`config.mk`:
```
export PLATFORM = sky130hd
export DESIGN_NAME = req_arbiter8
export DESIGN_NICKNAME = d
export VERILOG_FILES = /design/src/rtl/req_arbiter8.sv
export SDC_FILE = /design/constraint.sdc
export NUM_CORES = 1
export LEC_CHECK = 0
export CAP_MARGIN = 20
export CORE_ASPECT_RATIO = 0.7
export CORE_MARGIN = 2
export CORE_UTILIZATION = 35
export CTS_CLUSTER_DIAMETER = 100
export CTS_CLUSTER_SIZE = 25
export DETAILED_ROUTE_END_ITERATION = 8
export SLEW_MARGIN = 10
export SYNTH_ARGS = -nofsm -noshare
export SYNTH_HDL_FRONTEND = slang
export SYNTH_SLANG_ARGS = --single-unit
```
`constraint.sdc`:
```
create_clock -name clk -period 4.7 [get_ports clk]
set_input_delay 0.94 -clock clk [delete_from_list [all_inputs] [get_ports clk]]
set_output_delay 0.94 -clock clk [all_outputs]
set_load 0.01 [all_outputs]
```
`src/rtl/req_arbiter8.sv`:
```
// 8-requester arbiter: highest-index-first or round-robin selection,
// grant held until owner drops its request or the hold limit expires.
module req_arbiter8 #(
  parameter int MAX_HOLD = 16,
  parameter int CNT_W    = 5
) (
  input  logic       clk,
  input  logic       rst,
  input  logic [7:0] req,
  input  logic       rr_mode,
  output logic [7:0] gnt,
  output logic [2:0] gnt_id,
  output logic       gnt_valid,
  output logic       timeout
);

  typedef enum logic {IDLE, BUSY} state_t;

  localparam logic [CNT_W-1:0] HOLD_LIM = CNT_W'(MAX_HOLD);
  localparam bit               HOLD_EN  = (MAX_HOLD != 0);

  state_t           state;
  state_t           state_nxt;
  logic [2:0]       last_id;
  logic [CNT_W-1:0] hold_cnt;

  logic [2:0]       fix_id;
  logic [2:0]       rr_id;
  logic [2:0]       win_id;
  logic             own_req;
  logic             hold_hit;

  logic [7:0]       gnt_d;
  logic [2:0]       id_d;
  logic             vld_d;
  logic             to_d;
  logic [2:0]       last_d;
  logic [CNT_W-1:0] cnt_d;

  always_comb begin
    fix_id = '0;
    for (int i = 0; i < 8; i++)
      if (req[i]) fix_id = 3'(i);
  end

  // Walk from lowest to highest priority so the last hit wins;
  // k=8 wraps to last_id itself, the previous owner.
  always_comb begin
    rr_id = '0;
    for (int k = 8; k >= 1; k--)
      if (req[last_id - 3'(k)]) rr_id = last_id - 3'(k);
  end

  assign win_id   = rr_mode ? rr_id : fix_id;
  assign own_req  = req[gnt_id];
  assign hold_hit = HOLD_EN && (hold_cnt == HOLD_LIM);

  always_ff @(posedge clk) begin
    if (rst) begin
      state     <= IDLE;
      gnt       <= '0;
      gnt_id    <= '0;
      gnt_valid <= 1'b0;
      timeout   <= 1'b0;
      last_id   <= '0;
      hold_cnt  <= '0;
    end else begin
      state     <= state_nxt;
      gnt       <= gnt_d;
      gnt_id    <= id_d;
      gnt_valid <= vld_d;
      timeout   <= to_d;
      last_id   <= last_d;
      hold_cnt  <= cnt_d;
    end
  end

  always_comb begin
    state_nxt = state;
    unique case (state)
      IDLE: if (|req) state_nxt = BUSY;
      BUSY: if (!own_req || hold_hit) state_nxt = IDLE;
    endcase
  end

  always_comb begin
    gnt_d  = gnt;
    id_d   = gnt_id;
    vld_d  = gnt_valid;
    to_d   = 1'b0;
    last_d = last_id;
    cnt_d  = hold_cnt;
    unique case (state)
      IDLE: begin
        if (|req) begin
          gnt_d  = 8'b1 << win_id;
          id_d   = win_id;
          vld_d  = 1'b1;
          last_d = win_id;
          cnt_d  = CNT_W'(1);
        end
      end
      BUSY: begin
        if (!own_req) begin
          gnt_d = '0;
          vld_d = 1'b0;
        end else if (hold_hit) begin
          gnt_d = '0;
          vld_d = 1'b0;
          to_d  = 1'b1;
        end else begin
          cnt_d = hold_cnt + 1'b1;
        end
      end
    endcase
  end

endmodule

```
**Run 1: met1 routing**

Drawn at 6 px/um. Supply wires on this layer in gray.
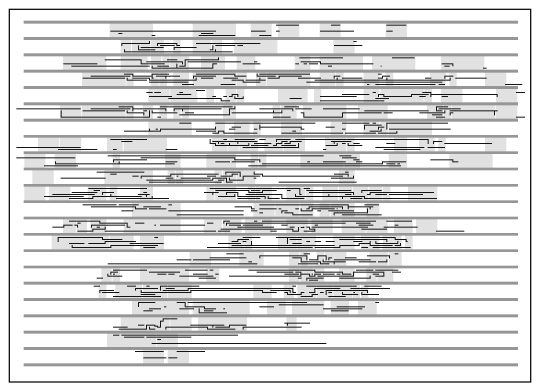
longest straight run: 35.9 um
main direction: horizontal
wire length on this layer: 2300 um
nets with wire on the layer: 204
share of all routed wire: 54%

**Run 1: placement view**

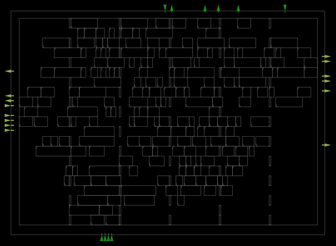
# fillers: 461
Taps Inserted: 57

==> run_summary.xml, run 1 <==
<?xml version="1.0" encoding="UTF-8"?>
<metrics>
  <group name="final_layout">
    <metric name="dominant-cell-class" unit="">logic gates</metric>
    <metric name="finalNetCount" unit="">220</metric>
    <metric name="layout.area.comb" unit="sq um">1215</metric>
    <metric name="design_area" unit="sq um">1987</metric>
    <metric name="numSequentialCells" unit="">19</metric>
    <metric name="layout_top_cell" unit="">sky130_fd_sc_hd__clkdlybuf4s50_1</metric>
    <metric name="clock_cell_area_share" unit="%">2.267</metric>
    <metric name="num-multi-input-gates" unit="">148</metric>
  </group>
  <group name="sta">
    <metric name="worst-slew-pin-transition" unit="ns">0.6938</metric>
    <metric name="finalSetupTns" unit="ns">0</metric>
    <metric name="finalMaxSlewViolations" unit="">0</metric>
    <metric name="postLayoutSetupSlackWorst" unit="ns">0.6971</metric>
    <metric name="final-setup-viol-count" unit="">0</metric>
    <metric name="rsz0062_at_grt" unit="">false</metric>
    <metric name="fin_crit_sh" unit="%">85.17</metric>
  </group>
  <group name="yosys">
    <metric name="synthDistinctLibCells" unit="">52</metric>
    <metric name="synth.avg_cell_area" unit="sq um">9.148</metric>
    <metric name="synth.cell_area" unit="sq um">1674</metric>
    <metric name="compound_area_share" unit="%">22.94</metric>
    <metric name="ys_top_cells_by_count" unit="">sky130_fd_sc_hd__dfxtp_1, sky130_fd_sc_hd__nand2_1, sky130_fd_sc_hd__nor2_1</metric>
    <metric name="post_synth_inst_count" unit="">183</metric>
    <metric name="numSynthFlops" unit="">19</metric>
    <metric name="sequential_share_of_the_synthesized_area" unit="%">22.72</metric>
    <metric name="synth_nets" unit="">198</metric>
    <metric name="synthTopCellsByArea" unit="">sky130_fd_sc_hd__dfxtp_1, sky130_fd_sc_hd__mux4_2, sky130_fd_sc_hd__mux4_1, sky130_fd_sc_hd__nand2_1, sky130_fd_sc_hd__mux2i_1</metric>
    <metric name="synth_xor_xnor_area_share" unit="%">4.709</metric>
    <metric name="top_area_share" unit="%">22.72</metric>
    <metric name="synth-adder-area-share" unit="%">2.990</metric>
    <metric name="edf_count" unit="">0</metric>
    <metric name="synth_top_cell_by_area" unit="">sky130_fd_sc_hd__dfxtp_1</metric>
  </group>
  <group name="setup_path">
    <metric name="crit_path_cell_trace" unit="">inv_1 &gt; ha_1 &gt; mux4_2 &gt; mux2i_2 &gt; nor2b_1 &gt; or4_4 &gt; a311o_1 &gt; o31ai_1</metric>
    <metric name="worst-endpoint-arrival" unit="ns">4.17</metric>
    <metric name="crit_buf_inv" unit="">1</metric>
    <metric name="worstPathRequired" unit="ns">4.86</metric>
    <metric name="critical_path.slowest_cell" unit="">sky130_fd_sc_hd__dfxtp_1</metric>
    <metric name="r2r-start" unit="">last_id[0]$_SDFFE_PP0P_</metric>
    <metric name="rr_worst_depth" unit="">8</metric>
    <metric name="r2r-end" unit="">gnt[6]$_SDFFE_PP0P_</metric>
  </group>
  <group name="floorplan">
    <metric name="io_pins" unit="">24</metric>
    <metric name="fp.dieArea" unit="sq um">5361</metric>
    <metric name="die_h" unit="um">61.87</metric>
    <metric name="rows" unit="">21</metric>
  </group>
  <group name="placed_design">
    <metric name="gp_weighted_congestion" unit="">0.8673</metric>
    <metric name="place.port_buffers" unit="">23</metric>
    <metric name="place_ws" unit="ns">0.7764</metric>
    <metric name="hpwl" unit="um">3192</metric>
  </group>
  <group name="clock_tree">
    <metric name="ctsHoldBuffers" unit="">0</metric>
    <metric name="cts_setup_buffers" unit="">0</metric>
    <metric name="cts_tree" unit="">built</metric>
    <metric name="cts-root-to-sink-buffers" unit="">2</metric>
    <metric name="root_buffer" unit="">sky130_fd_sc_hd__clkbuf_8</metric>
    <metric name="numCtsBuffers" unit="">3</metric>
  </group>
  <group name="drt">
    <metric name="routed_via_density" unit="">5.835</metric>
    <metric name="drt_wl_total" unit="um">4281</metric>
    <metric name="vias" unit="">1523</metric>
    <metric name="dr.pass1.iters" unit="">4</metric>
    <metric name="route.met2.wl" unit="um">1698</metric>
    <metric name="route.antenna.remaining_nets" unit="">0</metric>
    <metric name="drt_iter0_markers" unit="">158</metric>
  </group>
  <group name="worst_hold_path">
    <metric name="whs_endpoint" unit="">gnt[1]$_SDFFE_PP0P_</metric>
    <metric name="timing.hold.worst.class" unit="">register to register</metric>
    <metric name="whs_path_depth" unit="">2</metric>
  </group>
  <group name="global_route">
    <metric name="grt.met3_usage" unit="%">3.831</metric>
    <metric name="grt_usage" unit="%">16.47</metric>
    <metric name="global_route_wire_length_before_repair" unit="um">6872</metric>
    <metric name="groute.layer.met1.usage" unit="%">25.87</metric>
    <metric name="global_route.overflow_total" unit="">0</metric>
    <metric name="first_global_vias" unit="">1351</metric>
    <metric name="antenna_violations_before_repair" unit="">0</metric>
    <metric name="top_usage_layer" unit="">met1</metric>
  </group>
  <group name="pwr">
    <metric name="power.ir.vdd_worst" unit="mV">0.1597</metric>
    <metric name="power.leakage" unit="nW">0.7189</metric>
    <metric name="power_total" unit="uW">940.8</metric>
  </group>
  <group name="flow_run">
    <metric name="cap_violations" unit="">0</metric>
    <metric name="openroad.warnings" unit="">28</metric>
  </group>
  <group name="outcome">
    <metric name="outcome" unit="">finished, final reports clean</metric>
  </group>
</metrics>
**Run 1: placement density heat map**

Drawn at 4 px/um. The die is cut into 9 by 6 equal tiles; dark blue is low, red is high, 0 to 100% covered.
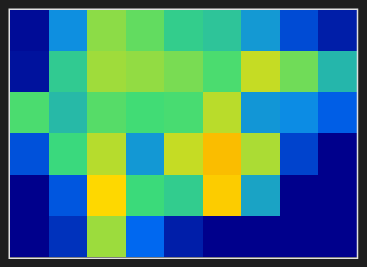
tiles over 75% full: 5.6%
mean over tiles: 36%
fullest tile: 79%
Final Core Density: 42.25%
core region area: 4703 sq um
effective utilization at floorplan: 35.59%

[run 1: power by group]
group,internal (mW),switching [mW],leakage (nW)
clock,0.0603,0.0548,0.0228
sequential,0.182,0.0307,0.155
combinational,0.279,0.333,0.541
[run 1: sequential cells by signal, indices dropped and copies added (netlist names)]
name,flops
state,1
hold_cnt,5
last_id,3
timeout,1
gnt_valid,1
gnt,8
[run 1: through the flow]
| step | util, % | cells | hold WS, ns |
|---|---|---|---|
| 2_1_floorplan | - | 183 | 0.4779 |
| 3_3_place_gp | 41.29 | 257 | 0.4411 |
| 3_5_place_dp | 41.29 | 257 | 0.4429 |
| 4_1_cts | 42.25 | 261 | 0.4595 |
| 5_1_grt | 42.25 | 261 | 0.4671 |
| 6_report | 42.25 | 261 | 0.4521 |
==> run 2: changes to the inputs <==
--- a/config.mk
+++ b/config.mk
@@ -10,7 +10,7 @@
 export CORE_MARGIN = 2
 export CORE_UTILIZATION = 35
 export CTS_CLUSTER_DIAMETER = 100
-export CTS_CLUSTER_SIZE = 25
+export CTS_CLUSTER_SIZE = 8
 export DETAILED_ROUTE_END_ITERATION = 8
 export SLEW_MARGIN = 10
 export SYNTH_ARGS = -nofsm -noshare
**Run 2: met1 routing**

Drawn at 6 px/um. Supply wires on this layer in gray.
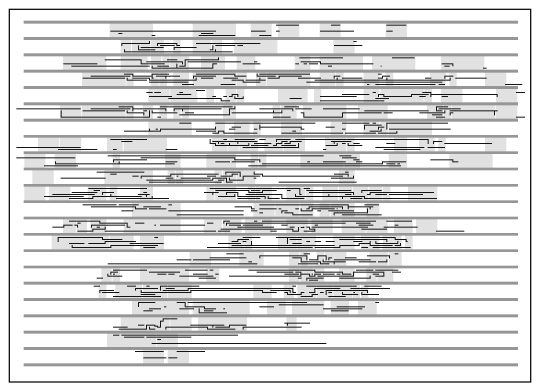
share of all routed wire: 54%
wire length on this layer: 2300 um
nets with wire on the layer: 204
main direction: horizontal
drt total wl: 4281 um
met1 track utilization from global routing: 25.87%
vias post-DR: 1523

==> run 2 against run 1 <==
  * Wire length is the same
  * Design area is the same
  * Flip-flop count is the same
  * Die size is the same
  * Total power is the same
  * Clock power is essentially flat
  * Sequential power is essentially flat
  * Sequential share of layout area is the same
  * Cell count is the same
  * Worst hold slack is the same
  * Critical path type unchanged
  * Largest cell class unchanged
  * Highest routed layer unchanged
==> run_summary.xml, run 2 <==
<?xml version="1.0" encoding="UTF-8"?>
<metrics>
  <group name="final_layout">
    <metric name="clock_cell_area_share" unit="%">2.267</metric>
    <metric name="numSequentialCells" unit="">19</metric>
    <metric name="dominant-cell-class" unit="">logic gates</metric>
    <metric name="reg.largest.list" unit="">gnt x8, hold_cnt x5, last_id x3</metric>
    <metric name="register_name_with_the_most_flops" unit="">gnt</metric>
    <metric name="finalNetCount" unit="">220</metric>
    <metric name="layout_top_cell" unit="">sky130_fd_sc_hd__clkdlybuf4s50_1</metric>
    <metric name="largest_register_ffs" unit="">8</metric>
  </group>
  <group name="sta">
    <metric name="final-setup-viol-count" unit="">0</metric>
    <metric name="finalMaxSlewViolations" unit="">0</metric>
    <metric name="rsz0062_at_grt" unit="">false</metric>
    <metric name="fin_crit_sh" unit="%">85.17</metric>
    <metric name="postLayoutSetupSlackWorst" unit="ns">0.6971</metric>
    <metric name="fin_hold_ws" unit="ns">0.4521</metric>
  </group>
  <group name="yosys">
    <metric name="numSynthFlops" unit="">19</metric>
    <metric name="synthDistinctLibCells" unit="">52</metric>
    <metric name="sequential_share_of_the_synthesized_area" unit="%">22.72</metric>
    <metric name="synth_top_cell_by_area" unit="">sky130_fd_sc_hd__dfxtp_1</metric>
    <metric name="ys_top_cells_by_count" unit="">sky130_fd_sc_hd__dfxtp_1, sky130_fd_sc_hd__nand2_1, sky130_fd_sc_hd__nor2_1</metric>
    <metric name="synthTopCellsByArea" unit="">sky130_fd_sc_hd__dfxtp_1, sky130_fd_sc_hd__mux4_2, sky130_fd_sc_hd__mux4_1, sky130_fd_sc_hd__nand2_1, sky130_fd_sc_hd__mux2i_1</metric>
  </group>
  <group name="outcome">
    <metric name="outcome" unit="">finished, final reports clean</metric>
  </group>
  <group name="drt">
    <metric name="dr.pass1.iters" unit="">4</metric>
    <metric name="route.met2.wl" unit="um">1698</metric>
    <metric name="drt_iter0_markers" unit="">158</metric>
    <metric name="route.antenna.remaining_nets" unit="">0</metric>
  </group>
  <group name="setup_path">
    <metric name="crit_buf_inv" unit="">1</metric>
    <metric name="rr_worst_depth" unit="">8</metric>
    <metric name="worstPathRequired" unit="ns">4.86</metric>
    <metric name="crit_path_cell_trace" unit="">inv_1 &gt; ha_1 &gt; mux4_2 &gt; mux2i_2 &gt; nor2b_1 &gt; or4_4 &gt; a311o_1 &gt; o31ai_1</metric>
    <metric name="r2r-start" unit="">last_id[0]$_SDFFE_PP0P_</metric>
    <metric name="r2r-end" unit="">gnt[6]$_SDFFE_PP0P_</metric>
    <metric name="critical_path.slowest_cell" unit="">sky130_fd_sc_hd__dfxtp_1</metric>
  </group>
  <group name="global_route">
    <metric name="top_usage_layer" unit="">met1</metric>
    <metric name="antenna_violations_before_repair" unit="">0</metric>
    <metric name="global_route.overflow_total" unit="">0</metric>
    <metric name="grt_usage" unit="%">16.47</metric>
  </group>
  <group name="flow_run">
    <metric name="cap_violations" unit="">0</metric>
    <metric name="openroad.warnings" unit="">28</metric>
  </group>
  <group name="clock_tree">
    <metric name="root_buffer" unit="">sky130_fd_sc_hd__clkbuf_8</metric>
    <metric name="cts_tree" unit="">built</metric>
    <metric name="cts-root-to-sink-buffers" unit="">2</metric>
    <metric name="cts_setup_buffers" unit="">0</metric>
  </group>
  <group name="placed_design">
    <metric name="place_ws" unit="ns">0.7764</metric>
    <metric name="hpwl" unit="um">3192</metric>
    <metric name="dp_cell_count" unit="">257</metric>
    <metric name="gp_weighted_congestion" unit="">0.8673</metric>
  </group>
  <group name="floorplan">
    <metric name="core" unit="sq um">4703</metric>
    <metric name="io_pins" unit="">24</metric>
    <metric name="tap_cells" unit="">57</metric>
    <metric name="fp-utilization" unit="%">35.59</metric>
  </group>
  <group name="pwr">
    <metric name="power.ir.vdd_worst" unit="mV">0.1597</metric>
    <metric name="power_total" unit="uW">940.8</metric>
  </group>
</metrics>
**Run 2: placed cells, one color a class**

Drawn at 4 px/um.
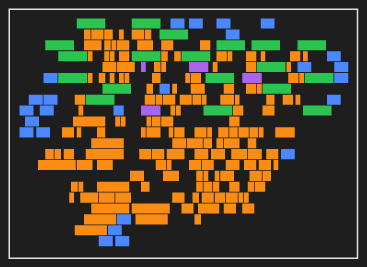
legend:
  all other logic:
    color: orange
    cells: 156
  flip-flops:
    color: green
    cells: 19
  clock drivers and dummy loads:
    color: purple
    cells: 4
  other buffers and delay cells:
    color: blue
    cells: 25
flop share of the area: 19.14%
finished layout cell area: 1987 sq um
standard-cell row count: 21

==> run 2: cell counts after synthesis <==
No cell type changed its count.
==> run 2: power breakdown <==
| group | internal [mW] | switching [mW] | total (mW) |
|---|---|---|---|
| logic | 0.279 | 0.333 | 0.613 |
| clock network | 0.0603 | 0.0548 | 0.115 |
| registers | 0.182 | 0.0307 | 0.213 |
| total | 0.522 | 0.419 | 0.941 |
==> run 2: logic make-up after synthesis <==
group                    count (synthesis)  synth area share, %
multiplexers                            25                24.29
AND/OR/NAND/NOR                         60                17.64
AND-OR/OR-AND                           50                22.95
adder cells (fa/ha/maj)                  4                2.990
buffers and inverters                   16                4.708
XOR/XNOR                                 9                4.708
flip-flops                              19                22.72
Power is estimated from default activity; no workload was simulated.
